--- config.mk ---
export PLATFORM = sky130hd
export DESIGN_NAME = pc_sequencer
export DESIGN_NICKNAME = d
export VERILOG_FILES = /design/src/rtl/pc_sequencer.sv
export SDC_FILE = /design/constraint.sdc
export NUM_CORES = 1
export LEC_CHECK = 0
export ABC_AREA = 1
export CAP_MARGIN = 20
export CORE_ASPECT_RATIO = 0.5
export CORE_UTILIZATION = 40
export CTS_BUF_LIST = sky130_fd_sc_hd__clkbuf_16
export CTS_CLUSTER_DIAMETER = 120
export CTS_CLUSTER_SIZE = 20
export DETAILED_ROUTE_END_ITERATION = 12
export GPL_ROUTABILITY_DRIVEN = 0
export SYNTH_ARGS = -nofsm -noshare
export SYNTH_HDL_FRONTEND = slang
export SYNTH_SLANG_ARGS = --single-unit
--- constraint.sdc ---
create_clock -name clk -period 5.4 [get_ports clk]
set_input_delay 1.08 -clock clk [delete_from_list [all_inputs] [get_ports clk]]
set_output_delay 1.08 -clock clk [all_outputs]
set_load 0.02 [all_outputs]
--- src/rtl/pc_sequencer.sv ---
// Fetch-stage program counter with a circular return-address stack,
// a configurable reset vector and target-alignment fault detection.
module pc_sequencer #(
    parameter int              XLEN         = 32,
    parameter logic [XLEN-1:0] RESET_VECTOR = {XLEN{1'b0}},
    parameter int              INC          = 4,
    parameter int              RAS_DEPTH    = 4
) (
    input  logic                           clk,
    input  logic                           rst,
    input  logic [2:0]                     mode,
    input  logic [XLEN-1:0]                update,
    input  logic                           update_en,
    output logic [XLEN-1:0]                current,
    output logic [XLEN-1:0]                next,
    output logic [XLEN-1:0]                ras_top,
    output logic [$clog2(RAS_DEPTH+1)-1:0] ras_count,
    output logic                           ras_empty,
    output logic                           ras_full,
    output logic                           fault,
    output logic                           underflow
);

    localparam int CW = $clog2(RAS_DEPTH + 1);
    localparam int PW = (RAS_DEPTH > 1) ? $clog2(RAS_DEPTH) : 1;

    localparam logic [XLEN-1:0] INC_V      = XLEN'(INC);
    localparam logic [XLEN-1:0] ALIGN_MASK = XLEN'(INC - 1);
    localparam logic [XLEN-1:0] ZERO_X     = {XLEN{1'b0}};
    localparam logic [CW-1:0]   DEPTH_C    = CW'(RAS_DEPTH);
    localparam logic [CW-1:0]   ZERO_C     = {CW{1'b0}};
    localparam logic [PW-1:0]   LAST_PTR   = PW'(RAS_DEPTH - 1);
    localparam logic [PW-1:0]   ZERO_P     = {PW{1'b0}};

    localparam logic [2:0] M_INC      = 3'd0;
    localparam logic [2:0] M_ADD      = 3'd1;
    localparam logic [2:0] M_SET      = 3'd2;
    localparam logic [2:0] M_CALL_ADD = 3'd3;
    localparam logic [2:0] M_CALL_SET = 3'd4;
    localparam logic [2:0] M_RET      = 3'd5;
    localparam logic [2:0] M_FLUSH    = 3'd6;
    localparam logic [2:0] M_HOLD     = 3'd7;

    logic [XLEN-1:0] current_r;
    logic [XLEN-1:0] ras_mem_r [RAS_DEPTH];
    logic [PW-1:0]   top_ptr_r;
    logic [CW-1:0]   count_r;
    logic            fault_r;
    logic            underflow_r;

    logic [XLEN-1:0] target_s;
    logic            active_s;
    logic            push_s;
    logic            pop_s;
    logic            flush_s;
    logic            under_s;
    logic            reject_s;

    function automatic logic misaligned(input logic [XLEN-1:0] addr);
        return (addr & ALIGN_MASK) != ZERO_X;
    endfunction

    // The stack is a ring: advancing past the last slot overwrites the oldest entry.
    function automatic logic [PW-1:0] ptr_inc(input logic [PW-1:0] p);
        return (p == LAST_PTR) ? ZERO_P : p + PW'(1);
    endfunction

    function automatic logic [PW-1:0] ptr_dec(input logic [PW-1:0] p);
        return (p == ZERO_P) ? LAST_PTR : p - PW'(1);
    endfunction

    assign current   = current_r;
    assign next      = current_r + INC_V;
    assign ras_count = count_r;
    assign ras_empty = (count_r == ZERO_C);
    assign ras_full  = (count_r == DEPTH_C);
    assign ras_top   = ras_empty ? ZERO_X : ras_mem_r[top_ptr_r];
    assign fault     = fault_r;
    assign underflow = underflow_r;

    // Decode the mode into a target address and the stack operation it implies.
    always_comb begin
        target_s = current_r;
        active_s = update_en;
        push_s   = 1'b0;
        pop_s    = 1'b0;
        flush_s  = 1'b0;
        under_s  = 1'b0;
        case (mode)
            M_INC:      target_s = next;
            M_ADD:      target_s = current_r + update;
            M_SET:      target_s = update;
            M_CALL_ADD: begin
                target_s = current_r + update;
                push_s   = 1'b1;
            end
            M_CALL_SET: begin
                target_s = update;
                push_s   = 1'b1;
            end
            M_RET: begin
                if (ras_empty) begin
                    target_s = update;
                    under_s  = 1'b1;
                end else begin
                    target_s = ras_top;
                    pop_s    = 1'b1;
                end
            end
            M_FLUSH: begin
                target_s = update;
                flush_s  = 1'b1;
            end
            M_HOLD:  active_s = 1'b0;
            default: active_s = 1'b0;
        endcase
        reject_s = misaligned(target_s);
    end

    // PC, return stack and one-cycle status pulses.
    always_ff @(posedge clk) begin
        if (rst) begin
            current_r   <= RESET_VECTOR;
            top_ptr_r   <= ZERO_P;
            count_r     <= ZERO_C;
            fault_r     <= 1'b0;
            underflow_r <= 1'b0;
            for (int i = 0; i < RAS_DEPTH; i++) begin
                ras_mem_r[i] <= ZERO_X;
            end
        end else if (active_s) begin
            fault_r     <= reject_s;
            underflow_r <= under_s & ~reject_s;
            if (!reject_s) begin
                current_r <= target_s;
                if (push_s) begin
                    top_ptr_r                     <= ptr_inc(top_ptr_r);
                    ras_mem_r[ptr_inc(top_ptr_r)] <= next;
                    if (!ras_full) begin
                        count_r <= count_r + CW'(1);
                    end
                end else if (pop_s) begin
                    top_ptr_r <= ptr_dec(top_ptr_r);
                    count_r   <= count_r - CW'(1);
                end else if (flush_s) begin
                    count_r <= ZERO_C;
                end
            end
        end else begin
            fault_r     <= 1'b0;
            underflow_r <= 1'b0;
        end
    end

endmodule

Fig. 1: wire density map
(2 px per micron) 24 x 12 tiles, from white (low) to dark blue (high), scaled to the fullest tile. Values are wire area over tile area, all layers added.
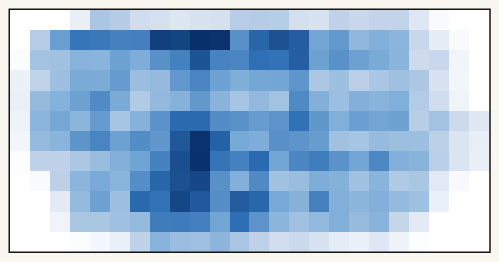
mean over tiles: 0.23
densest ninth of the die: centre
tiles over half the peak: 34%
emptiest ninth of the die: lower right
fullest tile: 0.57
nearly empty tiles: 10%

Fig. 2: signal wires on met4
(2 px per micron) Supply wires on this layer in grey.
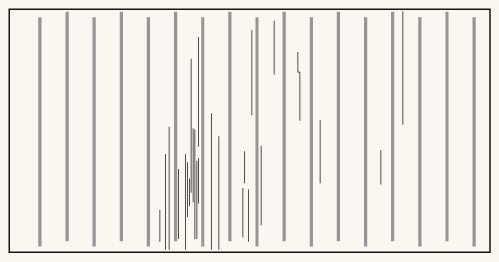
share of all routed wire: 2.4%
longest straight run: 68.0 microns
nets with wire on the layer: 22

==> run_summary.xml <==
<?xml version="1.0" encoding="UTF-8"?>
<metrics>
  <group name="synthesis">
    <metric name="ys_dominant_reg_cell" unit="">edfxtp_1</metric>
    <metric name="yosysCellCount" unit="">1681</metric>
    <metric name="synthesis.yosys.warnings" unit="">0</metric>
    <metric name="and_or_nand_nor_cells_area_fraction" unit="">0.353</metric>
    <metric name="ys_top_logic_family" unit="">simple AND/OR/NAND/NOR gates</metric>
    <metric name="netlist-cell-type-count" unit="">36</metric>
    <metric name="fp_nets" unit="">1757</metric>
    <metric name="yosys.area_share.adder" unit="">0.0428</metric>
    <metric name="syn_area" unit="sq um">11300</metric>
    <metric name="enable_flop_cells" unit="">128</metric>
    <metric name="avgSynthCellArea" unit="sq um">6.72</metric>
    <metric name="ys_sh_aoi" unit="">0.0859</metric>
    <metric name="synth.yosys.chip_area" unit="sq um">11300</metric>
    <metric name="syn-instance-count" unit="">1681</metric>
    <metric name="asyncSetResetFlopFracSynth" unit="">0</metric>
    <metric name="xor_area_frac" unit="">0.0140</metric>
    <metric name="ys_ff" unit="">169</metric>
    <metric name="ys_seq_frac" unit="">0.413</metric>
  </group>
  <group name="critical_path">
    <metric name="crit_chain" unit="">ha_1 &gt; nand3_1 &gt; nor2_1 &gt; nand2_1 &gt; nor2_1 &gt; nand3_1 &gt; nand2_1 &gt; nand2_1 &gt; inv_1 &gt; clkdlybuf4s50_1</metric>
    <metric name="crit_arrival" unit="ps">3390</metric>
    <metric name="worst-setup-path-type" unit="">reg2out</metric>
    <metric name="worst_path_most_repeated_cell" unit="">nand2_1</metric>
    <metric name="critical_path.top_delay_family" unit="">simple AND/OR/NAND/NOR gates</metric>
    <metric name="crit_path_largest_cell_delay" unit="ps">650</metric>
    <metric name="crit_path_top_delay_cell" unit="">dfxtp_1</metric>
    <metric name="setup.worst_path.start_class" unit="">flop</metric>
    <metric name="critPathMaxFanout" unit="">10</metric>
    <metric name="worst-path-buf-inv" unit="">2</metric>
    <metric name="worst-endpoint-required" unit="ps">4320</metric>
    <metric name="end_kind" unit="">primary output</metric>
  </group>
  <group name="global_routing">
    <metric name="grt_pass1_vias" unit="">10200</metric>
    <metric name="top_usage_layer" unit="">met1</metric>
    <metric name="grt.overflow.total" unit="">0</metric>
    <metric name="global_route_wire_length_before_repair" unit="mm">60.5</metric>
    <metric name="global_route.usage.met1" unit="">0.418</metric>
    <metric name="use_met2" unit="">0.404</metric>
    <metric name="grtUsageTotal" unit="">0.283</metric>
    <metric name="grt_antenna_before_repair" unit="">1</metric>
    <metric name="pin_count_of_the_biggest_net_entering_global_routing" unit="">67</metric>
    <metric name="met3_track_usage_gr" unit="">0.0703</metric>
  </group>
  <group name="clock_network">
    <metric name="clkTransAtPathRegs" unit="ps">70</metric>
    <metric name="cts_max_level" unit="">4</metric>
    <metric name="cts.hold.buffers_added" unit="">0</metric>
    <metric name="clk_path_buf_depth" unit="">2</metric>
    <metric name="cts_sinks" unit="">169</metric>
    <metric name="cts_root_buf" unit="">clkbuf_16</metric>
    <metric name="cts_made_buffers" unit="">17</metric>
    <metric name="post_cts_resize_count" unit="">0</metric>
    <metric name="postCtsSetupRepairBufs" unit="">0</metric>
    <metric name="tritoncts" unit="">built</metric>
    <metric name="worst_skew_pair.late_latency" unit="ps">440</metric>
  </group>
  <group name="sta">
    <metric name="setup-tns-final" unit="ps">0</metric>
    <metric name="unrepaired_setup_endpoints_after_global_routing" unit="">false</metric>
    <metric name="worst_clock_skew" unit="ps">11.8</metric>
    <metric name="timing.final.max_slew_violations" unit="">0</metric>
    <metric name="number_of_failing_hold_endpoints_at_the_final_stage" unit="">0</metric>
    <metric name="fmax" unit="MHz">224</metric>
    <metric name="final-setup-viol-count" unit="">0</metric>
    <metric name="fin_crit_sh" unit="">0.828</metric>
    <metric name="maxSlewHeadroom" unit="">0.407</metric>
    <metric name="holdWs" unit="ps">523</metric>
    <metric name="worst_slew_pin_slew" unit="ps">888</metric>
    <metric name="timing.final.crit_period" unit="ps">4470</metric>
    <metric name="finalWorstSetupSlack" unit="ps">930</metric>
  </group>
  <group name="placement">
    <metric name="postPlaceCellArea" unit="sq um">13100</metric>
    <metric name="place.port_buffers" unit="">140</metric>
    <metric name="dp_hpwl" unit="mm">30.2</metric>
    <metric name="dp_worst_setup_slack" unit="ps">1000</metric>
  </group>
  <group name="drt">
    <metric name="wl_met3" unit="mm">4.29</metric>
    <metric name="post_detailed_routing_wire_length" unit="mm">40.1</metric>
    <metric name="wl_met2" unit="mm">16.5</metric>
    <metric name="vias_per_cell" unit="">5.11</metric>
    <metric name="drt_pre_antenna_iters" unit="">6</metric>
    <metric name="drt.antenna.violating_nets" unit="">0</metric>
    <metric name="initialDrtViolationCount" unit="">1182</metric>
    <metric name="met1_length" unit="mm">18.4</metric>
    <metric name="top_layer" unit="">met4</metric>
    <metric name="dr_total_vias" unit="">11200</metric>
    <metric name="remaining_drc_errors" unit="">0</metric>
    <metric name="avgRoutedWirePerCell" unit="microns">18.3</metric>
  </group>
  <group name="floorplan">
    <metric name="rows" unit="">43</metric>
    <metric name="nWellTaps" unit="">382</metric>
    <metric name="core-area" unit="sq um">27700</metric>
    <metric name="die-area" unit="sq um">28900</metric>
    <metric name="fp-utilization" unit="">0.407</metric>
    <metric name="top_level_ports" unit="">141</metric>
    <metric name="die_h" unit="microns">121</metric>
    <metric name="die_width" unit="microns">240</metric>
  </group>
  <group name="finish">
    <metric name="top_area_cell_class" unit="">logic gates</metric>
    <metric name="finalCoreUtilization" unit="">0.493</metric>
    <metric name="seq_area" unit="sq um">4670</metric>
    <metric name="num-nets-final" unit="">1877</metric>
    <metric name="multi_input_comb_area" unit="sq um">5610</metric>
    <metric name="seq_share" unit="">0.341</metric>
    <metric name="area.growth.synth_to_final" unit="%">21.1</metric>
    <metric name="post_route_cells_drive_above_1_share" unit="">0.0380</metric>
    <metric name="layout.clock_buffers" unit="">17</metric>
    <metric name="numSequentialCells" unit="">169</metric>
    <metric name="final_layout_top_logic_cell" unit="">nand2_1</metric>
    <metric name="comb_area_frac" unit="">0.411</metric>
    <metric name="num-fill-cells" unit="">2822</metric>
    <metric name="inverters" unit="">213</metric>
    <metric name="layout_top_cells_excl_fill_tap" unit="">nand2_1, nor2_1, inv_1, clkdlybuf4s50_1, edfxtp_1</metric>
    <metric name="layout.clock.cell_area_share" unit="">0.0409</metric>
    <metric name="logic_gate_count" unit="">1244</metric>
    <metric name="post-route-cell-area" unit="sq um">13700</metric>
    <metric name="final.signal_buffer_count" unit="">156</metric>
    <metric name="bufAreaShareNonClock" unit="">0.114</metric>
  </group>
  <group name="run">
    <metric name="log.warning_count" unit="">29</metric>
    <metric name="cap_violations" unit="">0</metric>
  </group>
  <group name="power_and_ir_drop">
    <metric name="power_per_cell_area" unit="nW/um^2">264</metric>
    <metric name="vdd.ir_drop.worst" unit="uV">197</metric>
    <metric name="power_leakage" unit="nW">6.04</metric>
  </group>
  <group name="status">
    <metric name="status" unit="">finished clean</metric>
  </group>
  <group name="min_path">
    <metric name="worstHoldPathType" unit="">reg2reg</metric>
  </group>
</metrics>
Fig. 3: layout detail
Window x 105 to 135, y 21 to 51 microns. Cells in grey, sequential cells in the stronger grey; small squares are vias.
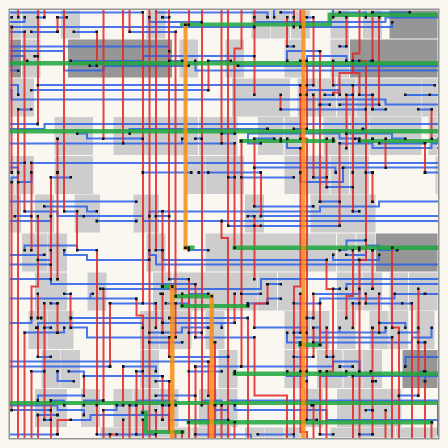
| colour | layer |
|---|---|
| blue | met1 |
| red | met2 |
| orange | met4 |
| green | met3 |
sequential cells in the window: 3
most frequent: nand2_1 (22), inv_1 (16), nor2_1 (15)
cells with their middle in the window: 88

[path summary, 6_finish.rpt]
kind                                                start                       endpoint  slack [ps]  cells after the start
worst max-delay path              current[2]$_SDFFE_PP0P_                       next[24]         930                     10
worst min-delay path            ras_count[0]$_SDFFE_PP0P_      ras_count[0]$_SDFFE_PP0P_         520                      2
worst max register to register    current[0]$_SDFFE_PP0P_  ras_mem_r[2][8]$_SDFFCE_PN0P_        1860                     10
worst min register to register  ras_count[0]$_SDFFE_PP0P_      ras_count[0]$_SDFFE_PP0P_         520                      2
[sequential cells by signal (all words and copies together), names as in the netlist, named ones only]
register and count:
ras_mem_r 128, current 32, ras_count 3, top_ptr_r 2
fault 1, underflow 1
[through the flow]
| stage | power, mW | instances |
|---|---|---|
| after floorplan | 2.05 | 1681 |
| after global placement | 2.42 | 2163 |
| after detailed placement | 2.43 | 2164 |
| after CTS | 3.61 | 2196 |
| after global routing | 3.76 | 2196 |
| final | 3.61 | 2197 |
[Yosys cell counts (5+ instances only)]
library cell	count	share of area
nand2_1	499	0.17
nor2_1	366	0.12
inv_1	207	0.069
edfxtp_1	128	0.34
a21oi_1	91	0.040
nand3_1	84	0.037
o21ai_0	83	0.037
dfxtp_1	41	0.073
ha_1	37	0.041
clkbuf_1	34	0.011
nor3_1	19	0.0084
buf_2	11	0.0049
xor2_1	11	0.0085
buf_1	8	0.0027
nand4_1	8	0.0044
xnor2_1	7	0.0054
or2_2	6	0.0033
inv_2	5	0.0017
[tightest hold or removal path, stage by stage, from the launching register on]
cell and delay (ps):
dfxtp_1 330, nor2_1 100, nor2_1 50
[where the power goes]
| group | internal, mW | switching (mW) |
|---|---|---|
| Sequential | 1.45 | 0.0607 |
| Combinational | 0.310 | 0.593 |
| Clock | 0.608 | 0.580 |
Power figures rest on the tool's default switching activity, not on a simulated workload.
